### config.mk
export PLATFORM = sky130hd
export DESIGN_NAME = fifo_flagged_flat
export DESIGN_NICKNAME = d
export VERILOG_FILES = /design/src/rtl/fifo_pkg.sv /design/src/rtl/fifo_flagged_if.sv /design/src/rtl/fifo_storage.sv /design/src/rtl/fifo_flagged.sv /design/src/flat_wrapper.sv
export SDC_FILE = /design/constraint.sdc
export NUM_CORES = 1
export LEC_CHECK = 0
export ABC_AREA = 1
export CORE_MARGIN = 2
export CORE_UTILIZATION = 45
export CTS_CLUSTER_SIZE = 24
export DETAILED_ROUTE_END_ITERATION = 7
export SLEW_MARGIN = 25
export SYNTH_ARGS = -nofsm -noshare
export SYNTH_HDL_FRONTEND = slang
export SYNTH_HIERARCHICAL = 1
export SYNTH_SLANG_ARGS = --single-unit
### constraint.sdc
create_clock -name clock -period 4.2 [get_ports clock]
set_input_delay 1.05 -clock clock [delete_from_list [all_inputs] [get_ports clock]]
set_output_delay 1.05 -clock clock [all_outputs]
set_load 0.1 [all_outputs]
### src/rtl/fifo_pkg.sv
// Shared constants and helpers for the FIFO family (single- and dual-clock buffers).
package fifo_pkg;

  localparam int DEFAULT_DEPTH = 16;
  localparam int DEFAULT_WIDTH = 32;
  localparam int MIN_DEPTH     = 2;
  localparam int MIN_MARGIN    = 0;

  // Occupancy runs 0..n inclusive, so it needs one more code than the depth.
  function automatic int cntWidth(input int n);
    return $clog2(n + 1);
  endfunction

  function automatic int ptrWidth(input int n);
    return (n > 1) ? $clog2(n) : 1;
  endfunction

  function automatic bit depthOk(input int n);
    return n >= MIN_DEPTH;
  endfunction

  function automatic bit marginOk(input int n, input int margin);
    return (margin >= MIN_MARGIN) && (margin <= n - 1);
  endfunction

endpackage

### src/rtl/fifo_flagged_if.sv
// Producer/consumer handshake bundle for fifo_flagged; the FIFO takes the slave side.
interface fifo_flagged_if
  import fifo_pkg::*;
#(
  parameter int bitWidth    = DEFAULT_WIDTH,
  parameter int nrOfEntries = DEFAULT_DEPTH
);
  localparam int CNT_W = cntWidth(nrOfEntries);

  logic                push;
  logic [bitWidth-1:0] pushData;
  logic                pop;
  logic                clearErrors;
  logic [bitWidth-1:0] popData;
  logic                full;
  logic                empty;
  logic                almostFull;
  logic                almostEmpty;
  logic [CNT_W-1:0]    count;
  logic                overflow;
  logic                underflow;

  modport master (
    output push, pushData, pop, clearErrors,
    input  popData, full, empty, almostFull, almostEmpty, count, overflow, underflow
  );

  modport slave (
    input  push, pushData, pop, clearErrors,
    output popData, full, empty, almostFull, almostEmpty, count, overflow, underflow
  );
endinterface

### src/rtl/fifo_storage.sv
// Unreset storage array: synchronous write port, asynchronous read port.
module fifo_storage #(
  parameter int bitWidth    = 32,
  parameter int nrOfEntries = 16,
  parameter int addrW       = 4
) (
  input  logic                clock,
  input  logic                wrEn_i,
  input  logic [addrW-1:0]    wrAddr_i,
  input  logic [bitWidth-1:0] wrData_i,
  input  logic [addrW-1:0]    rdAddr_i,
  output logic [bitWidth-1:0] rdData_o
);

  logic [bitWidth-1:0] mem_q [nrOfEntries];

  always_ff @(posedge clock) begin
    if (wrEn_i) mem_q[wrAddr_i] <= wrData_i;
  end

  assign rdData_o = mem_q[rdAddr_i];

endmodule

### src/rtl/fifo_flagged.sv
// Synchronous FWFT FIFO, any depth >= 2, with fill count, threshold flags and sticky error flags.
module fifo_flagged
  import fifo_pkg::*;
#(
  parameter int nrOfEntries       = DEFAULT_DEPTH,
  parameter int bitWidth          = DEFAULT_WIDTH,
  parameter int almostFullMargin  = 2,
  parameter int almostEmptyMargin = 2
) (
  input  logic          clock,
  input  logic          reset,
  fifo_flagged_if.slave bus
);

  localparam int PTR_W = ptrWidth(nrOfEntries);
  localparam int CNT_W = cntWidth(nrOfEntries);

  generate
    if (!depthOk(nrOfEntries) || !marginOk(nrOfEntries, almostFullMargin) ||
        !marginOk(nrOfEntries, almostEmptyMargin)) begin : g_bad_cfg
      $error("fifo_flagged: depth must be >= 2 and margins within 0..depth-1");
    end
  endgenerate

  logic [PTR_W-1:0]    rdPtr_q, rdPtr_d, wrPtr_q, wrPtr_d;
  logic [CNT_W-1:0]    count_q, count_d;
  logic                ovf_q, ovf_d, udf_q, udf_d;
  logic                full, empty, popAccept, pushAccept;
  logic [bitWidth-1:0] rdData;

  // Explicit wrap so non-power-of-two depths use every slot.
  function automatic logic [PTR_W-1:0] ptrInc(input logic [PTR_W-1:0] p);
    return (p == PTR_W'(nrOfEntries - 1)) ? '0 : p + PTR_W'(1);
  endfunction

  always_comb begin
    full       = (count_q == CNT_W'(nrOfEntries));
    empty      = (count_q == '0);
    popAccept  = bus.pop & ~empty;
    pushAccept = bus.push & (~full | popAccept);

    rdPtr_d = popAccept  ? ptrInc(rdPtr_q) : rdPtr_q;
    wrPtr_d = pushAccept ? ptrInc(wrPtr_q) : wrPtr_q;
    count_d = count_q + CNT_W'(pushAccept) - CNT_W'(popAccept);

    // Set beats clear when both happen on the same edge.
    ovf_d = (bus.push & ~pushAccept) | (ovf_q & ~bus.clearErrors);
    udf_d = (bus.pop & empty)        | (udf_q & ~bus.clearErrors);
  end

  always_ff @(posedge clock or negedge reset) begin
    if (!reset) begin
      rdPtr_q <= '0;
      wrPtr_q <= '0;
      count_q <= '0;
      ovf_q   <= 1'b0;
      udf_q   <= 1'b0;
    end else begin
      rdPtr_q <= rdPtr_d;
      wrPtr_q <= wrPtr_d;
      count_q <= count_d;
      ovf_q   <= ovf_d;
      udf_q   <= udf_d;
    end
  end

  fifo_storage #(
    .bitWidth   (bitWidth),
    .nrOfEntries(nrOfEntries),
    .addrW      (PTR_W)
  ) u_storage (
    .clock   (clock),
    .wrEn_i  (pushAccept),
    .wrAddr_i(wrPtr_q),
    .wrData_i(bus.pushData),
    .rdAddr_i(rdPtr_q),
    .rdData_o(rdData)
  );

  assign bus.popData     = empty ? '0 : rdData;
  assign bus.full        = full;
  assign bus.empty       = empty;
  assign bus.almostFull  = (count_q >= CNT_W'(nrOfEntries - almostFullMargin));
  assign bus.almostEmpty = (count_q <= CNT_W'(almostEmptyMargin));
  assign bus.count       = count_q;
  assign bus.overflow    = ovf_q;
  assign bus.underflow   = udf_q;

endmodule

### src/flat_wrapper.sv
// flat-port wrapper written by rule: the top's interface ports become plain ports
module fifo_flagged_flat import fifo_pkg::*;
#(
  parameter int nrOfEntries       = DEFAULT_DEPTH,
  parameter int bitWidth          = DEFAULT_WIDTH,
  parameter int almostFullMargin  = 2,
  parameter int almostEmptyMargin = 2
)
  (clock, reset, bus_push, bus_pushData, bus_pop, bus_clearErrors, bus_popData, bus_full, bus_empty, bus_almostFull, bus_almostEmpty, bus_count, bus_overflow, bus_underflow);
  fifo_flagged_if #(.bitWidth(bitWidth), .nrOfEntries(nrOfEntries)) bus_i ();
  input  logic clock;
  input  logic reset;
  input wire logic [$bits(bus_i.push)-1:0] bus_push;
  input wire logic [$bits(bus_i.pushData)-1:0] bus_pushData;
  input wire logic [$bits(bus_i.pop)-1:0] bus_pop;
  input wire logic [$bits(bus_i.clearErrors)-1:0] bus_clearErrors;
  output wire logic [$bits(bus_i.popData)-1:0] bus_popData;
  output wire logic [$bits(bus_i.full)-1:0] bus_full;
  output wire logic [$bits(bus_i.empty)-1:0] bus_empty;
  output wire logic [$bits(bus_i.almostFull)-1:0] bus_almostFull;
  output wire logic [$bits(bus_i.almostEmpty)-1:0] bus_almostEmpty;
  output wire logic [$bits(bus_i.count)-1:0] bus_count;
  output wire logic [$bits(bus_i.overflow)-1:0] bus_overflow;
  output wire logic [$bits(bus_i.underflow)-1:0] bus_underflow;
  assign bus_i.push = bus_push;
  assign bus_i.pushData = bus_pushData;
  assign bus_i.pop = bus_pop;
  assign bus_i.clearErrors = bus_clearErrors;
  assign bus_popData = bus_i.popData;
  assign bus_full = bus_i.full;
  assign bus_empty = bus_i.empty;
  assign bus_almostFull = bus_i.almostFull;
  assign bus_almostEmpty = bus_i.almostEmpty;
  assign bus_count = bus_i.count;
  assign bus_overflow = bus_i.overflow;
  assign bus_underflow = bus_i.underflow;
  fifo_flagged #(.nrOfEntries(nrOfEntries), .bitWidth(bitWidth), .almostFullMargin(almostFullMargin), .almostEmptyMargin(almostEmptyMargin)) u_core (.clock(clock), .reset(reset), .bus(bus_i));
endmodule
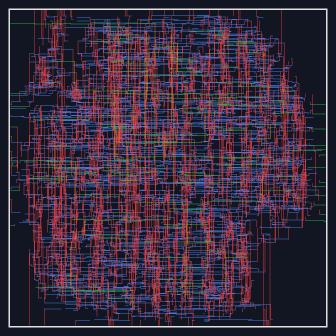
Fig. 1. Metal layers overlaid.
- blue: M1 (wire length 24.5 mm)
- orange: M4 (wire length 1080 µm)
- red: M2 (wire length 27.1 mm)
- green: M3 (wire length 3220 µm)

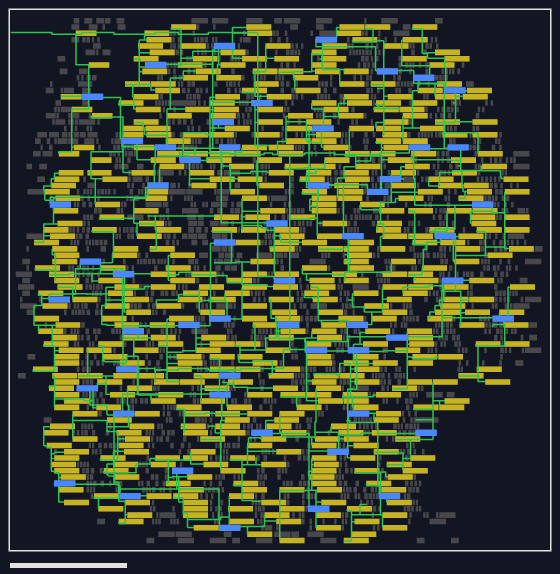
Fig. 2. Clock wires, drivers and flops.
Scale bar: 50 µm.
- blue: clock-net drivers (count 55)
- yellow: flip-flops (count 527)
- green: clock wires (length 6320 µm)
- flops lie: spread over the die

==> flow_summary.ini <==
; generated from flow reports
[run_status]
status = complete, no violations

[final_timing]
slew_headroom_pct = 33.99
worst_slack_ns = 0.2250
setup-tns-final_ns = 0
tightest_slew_ns = 0.9871
drv_slew = 0
fmax_mhz = 251.6

[route]
met2_length_um = 27050
met1Wirelength_um = 24490
firstDrtPassIters = 5
first_iter_violations = 1351
wl_per_cell_um = 18.20
highest_layer = met4
viasPerCell = 5.035

[global_route]
grtUsageMet3_pct = 3.143
grtUsageMet2_pct = 35.50
gr-total-overflow = 0

[synth]
ys.flop_type = edfxtp_1
ys_warn_count = 6
simple_gate_share_pct = 21.06
ys_sh_mux_pct = 0
async_flop_share_pct = 2.846
synth_nets = 2319
synth-edff-count = 512
ys_top_cells_by_area = edfxtp_1 66%, nand2_1 12%, nand3_1 8.4%

[cts]
post_cts_resized = 0
cts_tree = built

[final_layout]
clkbuf_count = 65
fillers = 4496
postLayoutCellArea_um2 = 26880
flops = 527
flop_area_um2 = 15760

[setup_path]
crit_start = u_core/rdPtr_q[0]
path_buffers = 4

[hold_path]
hold_path_end = u_core/bus.underflow

[power_and_ir_drop]
combinationalPowerShare_pct = 47.2
internal_power_mw = 11.72
pg_comb_mw = 9.82

[placement]
pre_cts_ws_ns = 0.7160
